==> run_1/pdn.png <==
The bar under the picture is 20 um long. Pins as bars on the die edge. Tap cells in grey.
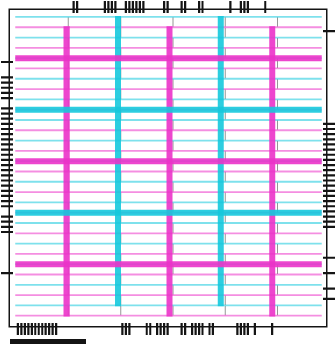
==> run_1/cell_classes.png <==
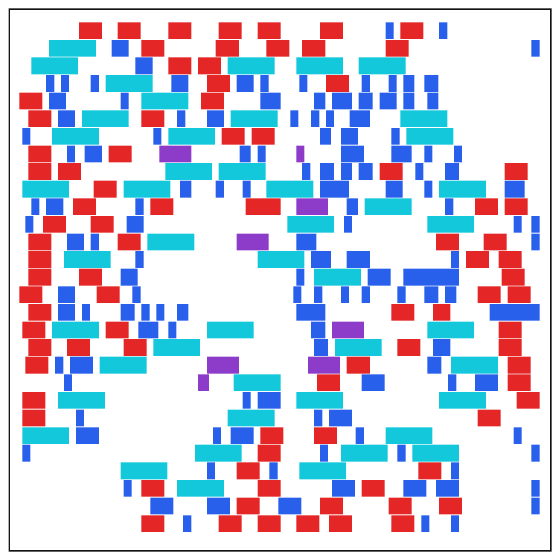
==> run_1/clock_map.png <==
The bar under the picture is 20 um long.
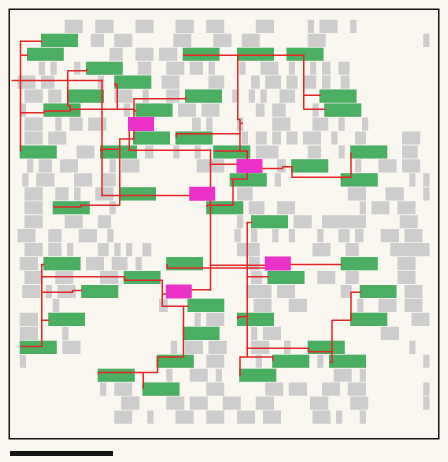
==> config.mk <==
export PLATFORM = sky130hd
export DESIGN_NAME = spe_omem_port
export DESIGN_NICKNAME = d
export VERILOG_FILES = /design/src/rtl/spe_omem_port.sv
export SDC_FILE = /design/constraint.sdc
export NUM_CORES = 1
export LEC_CHECK = 0
export CAP_MARGIN = 20
export CELL_PAD_IN_SITES_DETAIL_PLACEMENT = 1
export CELL_PAD_IN_SITES_GLOBAL_PLACEMENT = 1
export CORE_UTILIZATION = 28
export DETAILED_ROUTE_END_ITERATION = 7
export PLACE_DENSITY = 0.83
export SLEW_MARGIN = 20
export SYNTH_ARGS = -nofsm -noshare
export SYNTH_HDL_FRONTEND = slang
export SYNTH_SLANG_ARGS = --single-unit
==> constraint.sdc <==
create_clock -name clk -period 6.1 [get_ports clk]
set_clock_uncertainty 0.15 [all_clocks]
set_input_delay 1.22 -clock clk [delete_from_list [all_inputs] [get_ports clk]]
set_output_delay 1.22 -clock clk [all_outputs]
set_load 0.03 [all_outputs]
==> results.cfg, run 1 <==
; yosys + openroad results
[yosys]
syn_avg_cell_area_sq_um = 9.473
async_reset_ff_share_pct = 0
top_cells_by_count = dfxtp_1 (46), nor2_1 (40), buf_4 (18)
top_area_share_pct = 49.60
most_common_cell = dfxtp_1
largest_area_cell = dfxtp_1
synthDistinctLibCells = 30
ys_ff = 46

[placed_design]
dp_hpwl_um = 3551
gp_congestion = 0.6702
placed_cell_area_sq_um = 2716

[worst_setup_path]
r2r_slack_ns = 4.11

[pwr]
powerDensity_nw_per_um2 = 227.9
leakagePower_nw = 1.050

[clock_network]
root_buffer = clkbuf_8
numCtsBuffers = 5
clock-sinks = 46
hold_buffers = 0

[timing]
finalSetupViolCount = 0
fmax_ghz = 0.3118
slew_headroom_pct = 52.81
drv_slew = 0

[status]
status = finished, final reports clean

[floorplan]
io_pins = 115

[drt]
routedWlPerCell_um = 13.36
vias = 1642

[global_routing]
busiest_layer = met2

[run]
max_cap_viol_count = 0

[cells_and_area]
nets = 334
About pdn.png:
Magenta stands for VSS. Cyan stands for VDD.
5 straps on met4. 30 met1 rails follow the rows. 77 tap cells.
Core Region: 6386 sq um
peak supply drop: 102.2 uV
DIE WIDTH: 83.44 um
Die H: 83.44 um

About cell_classes.png:
Cyan stands for flip-flops, cells 46. Purple stands for clock drivers and dummy loads, cells 8. Red stands for other buffers and delay cells, cells 88. Blue stands for all other logic, cells 138.
fin area: 2811 sq um
# rows: 29
sequential cell area share: 32.75%
utilization after layout: 44.02%

About clock_map.png:
Magenta stands for cells driving clock nets, count 5. Green stands for flip-flops, count 46. Red stands for clock wires, length 601 um.
Position of the flops: widely spread. There are 6 routed clock nets.
Latency at later pin: 0.29 ns
clock power share: 30.1%
Clock group: 193 uW

run 1: cell usage in the layout, fill, tap and decap left out, drive strengths merged:
cell	count
inv	4
nand2b	1
nor2	40
nand3	2
nor4	1
dfxtp	46
buf	2
nand4	2
a22oi	14
and4b	1
a21oi	6
and3	1
mux2i	15
and4	1
clkinv	1
or3	1
clkdlybuf4s50	86
and2	5
clkbuf	7
o21ai	4
o21a	2
conb	16
nor4b	1
ha	2
nand4b	1
nand2	11
xor2	3
a2bb2oi	2
o211ai	2
run 1: layer usage:
layer  vias to the layer above  wire, um  part of all wire (%)
li1                        796         -                     -
met1                       773      2038                    43
met2                        64      2265                    47
met3                         9       394                   8.3
met4                         0        72                   1.5
met5                         -         0                     0
run 1: power breakdown:
part / internal, mW / leakage [nW] / total (mW) / switching, mW
logic: 0.0567 / 0.629 / 0.128 / 0.0709
clock network: 0.0916 / 0.0482 / 0.193 / 0.101
registers: 0.312 / 0.373 / 0.321 / 0.00872
run 1: through the flow:
step / util, % / setup slack (ns) / cells / hold slack, ns
floorplan: - / 3.235 / 211 / 0.4207
global placement: 42.30 / 2.619 / 348 / 0.2819
detailed placement: 42.54 / 2.559 / 349 / 0.2920
CTS: 43.97 / 2.889 / 357 / 0.3051
global route: 44.02 / 2.790 / 357 / 0.3337
finish: 44.02 / 2.893 / 357 / 0.3024
run 1: area by class of cell:
cell class,instances,area [sq um]
Fill cell,738,3575
Sequential cell,46,920.9
Timing Repair Buffer,88,883.3
Multi-Input combinational cell,134,804.5
Tap cell,77,96.34
Clock buffer,7,86.33
Inverter,4,15.01
Clock inverter,1,5.005
run 1: cell families (layout without fill, tap and decap cells):
kind of cell / Yosys count / after routing / share of synthesized area [%]
other: 1 / 16 / 0.2020
and+or+nand+nor: 68 / 68 / 18.13
xor gates and xnor gates: 3 / 3 / 1.415
AOI/OAI and AO/OA: 30 / 30 / 10.92
buffers and inverters: 31 / 100 / 10.31
adders and majority gates: 2 / 2 / 1.347
DFF: 46 / 46 / 49.60
muxes: 15 / 15 / 8.086
run 1: critical path, stage by stage:
cell and delay, ns:
clkdlybuf4s50_1 0.44, nor4_4 0.35, nor4b_4 0.25, buf_4 0.31, a2bb2oi_1 0.26, ha_1 0.27
and2_1 0.15
==> run 2: changes to the inputs <==
CORE_UTILIZATION = 26   (was 28)
PLACE_DENSITY = 0.77   (was 0.83)
clock period = 3.1 ns   (was 6.1 ns; I/O delays follow)
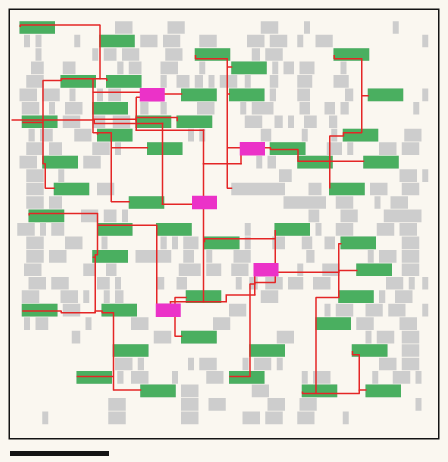
(run_2/clock_map.png)
The bar under the picture is 20 um long.
Green stands for flip-flops, count 46. Magenta stands for cells driving clock nets, count 5. Red stands for clock wires, length 658 um.
Position of the flops: widely spread.
clock power share: 33.7%
Clock group: 450 uW
Latency at later pin: 0.30 ns

==> run 2 against run 1 <==
Compared with the run above: power increased by 110%; core utilization shrank 2.1 points; clock power grew 130%; synthesized area unchanged; register-to-register slack got worse by 2.8 ns; first-iteration DRC count up 8.6%; setup slack lost 2.2 ns.
==> results.cfg, run 2 <==
; yosys + openroad results
[cells_and_area]
mostFrequentLayoutCells = clkdlybuf4s50_1 (86), dfxtp_1 (46), nor2_1 (40), conb_1 (16), mux2i_1 (15)
fin_cells = 377
layout_top_cell = clkdlybuf4s50_1

[yosys]
largest_area_cell = dfxtp_1
syn_avg_cell_area_sq_um = 9.473
ys_ff = 46
async_reset_ff_share_pct = 0
synthDistinctLibCells = 30
top_area_share_pct = 49.60
most_common_cell = dfxtp_1

[floorplan]
die_x_um = 86.51
die_height_um = 86.51
std_cell_rows = 30
core_sq_um = 6832

[clock_network]
clock-sinks = 46
hold_buffers = 0
root_buffer = clkbuf_8
numCtsBuffers = 5

[pwr]
combPwrFrac_pct = 19.0
leakagePower_nw = 1.066
p_sw_share_pct = 27.67
pwr-share-seq_pct = 47.2
p_int_uw = 965.1
powerDensity_nw_per_um2 = 466.3
ir_drop_uv = 187.2
p_switching_uw = 369.2

[drt]
met1_length_um = 2118
wl_met3_um = 416

[worst_setup_path]
r2r_slack_ns = 1.28

[timing]
slew_headroom_pct = 61.30
fmax_ghz = 0.4237
drv_slew = 0

[placed_design]
dp_hpwl_um = 3572
place_inst = 369

[run]
max_cap_viol_count = 0

[status]
status = finished, final reports clean
[run 2: power by group through the flow]
stage	logic [mW]	registers [mW]	clock network [mW]
global placement	0.252	0.643	0
floorplan	0.115	0.682	0
global route	0.273	0.634	0.496
finish	0.254	0.630	0.450
detailed placement	0.255	0.644	0
CTS	0.257	0.631	0.469
[run 2: critical path, stage by stage]
cell	delay (ns)
clkdlybuf4s50_1	0.44
nor4_4	0.35
nor4b_4	0.33
buf_4	0.33
mux2i_1	0.25
nor2_1	0.06
[run 2: cell families after synthesis]
family,after synthesis,synth area share [%]
simple gates,68,18.13
other cells,1,0.2020
xor+xnor,3,1.415
mux,15,8.086
compound gates,30,10.92
buf+inv,31,10.31
flops,46,49.60
fa+ha+maj,2,1.347
[run 2: layer usage]
layer	vias to the layer above	GRT usage, %
li1	794	-
met1	756	15.80
met2	67	22.29
met3	6	4.762
met4	0	4.242
met5	-	0
[run 2: stage by stage]
stage / instance area (sq um) / hold WS [ns] / setup WS, ns / utilization, %
6_report: 2861 / 0.2964 / 0.7397 / 41.89
3_5_place_dp: 2753 / 0.2867 / 0.3771 / 40.29
3_3_place_gp: 2753 / 0.2842 / 0.4476 / 40.29
5_1_grt: 2861 / 0.3336 / 0.6265 / 41.89
4_1_cts: 2861 / 0.3019 / 0.7083 / 41.89
2_1_floorplan: 1913 / 0.4207 / 0.8348 / -
[run 2: final cells by class]
| type | instances | area (sq um) |
|---|---|---|
| clock buffers | 5 | 68.82 |
| fillers | 777 | 3970 |
| well taps | 96 | 120.1 |
| multi-input cells | 134 | 800.8 |
| clock inverters | 3 | 40.04 |
| repair buffers | 89 | 895.9 |
| inverters | 4 | 15.01 |
| flip-flops and latches | 46 | 920.9 |
No activity file was given, so power comes from the tool's default toggle rates.
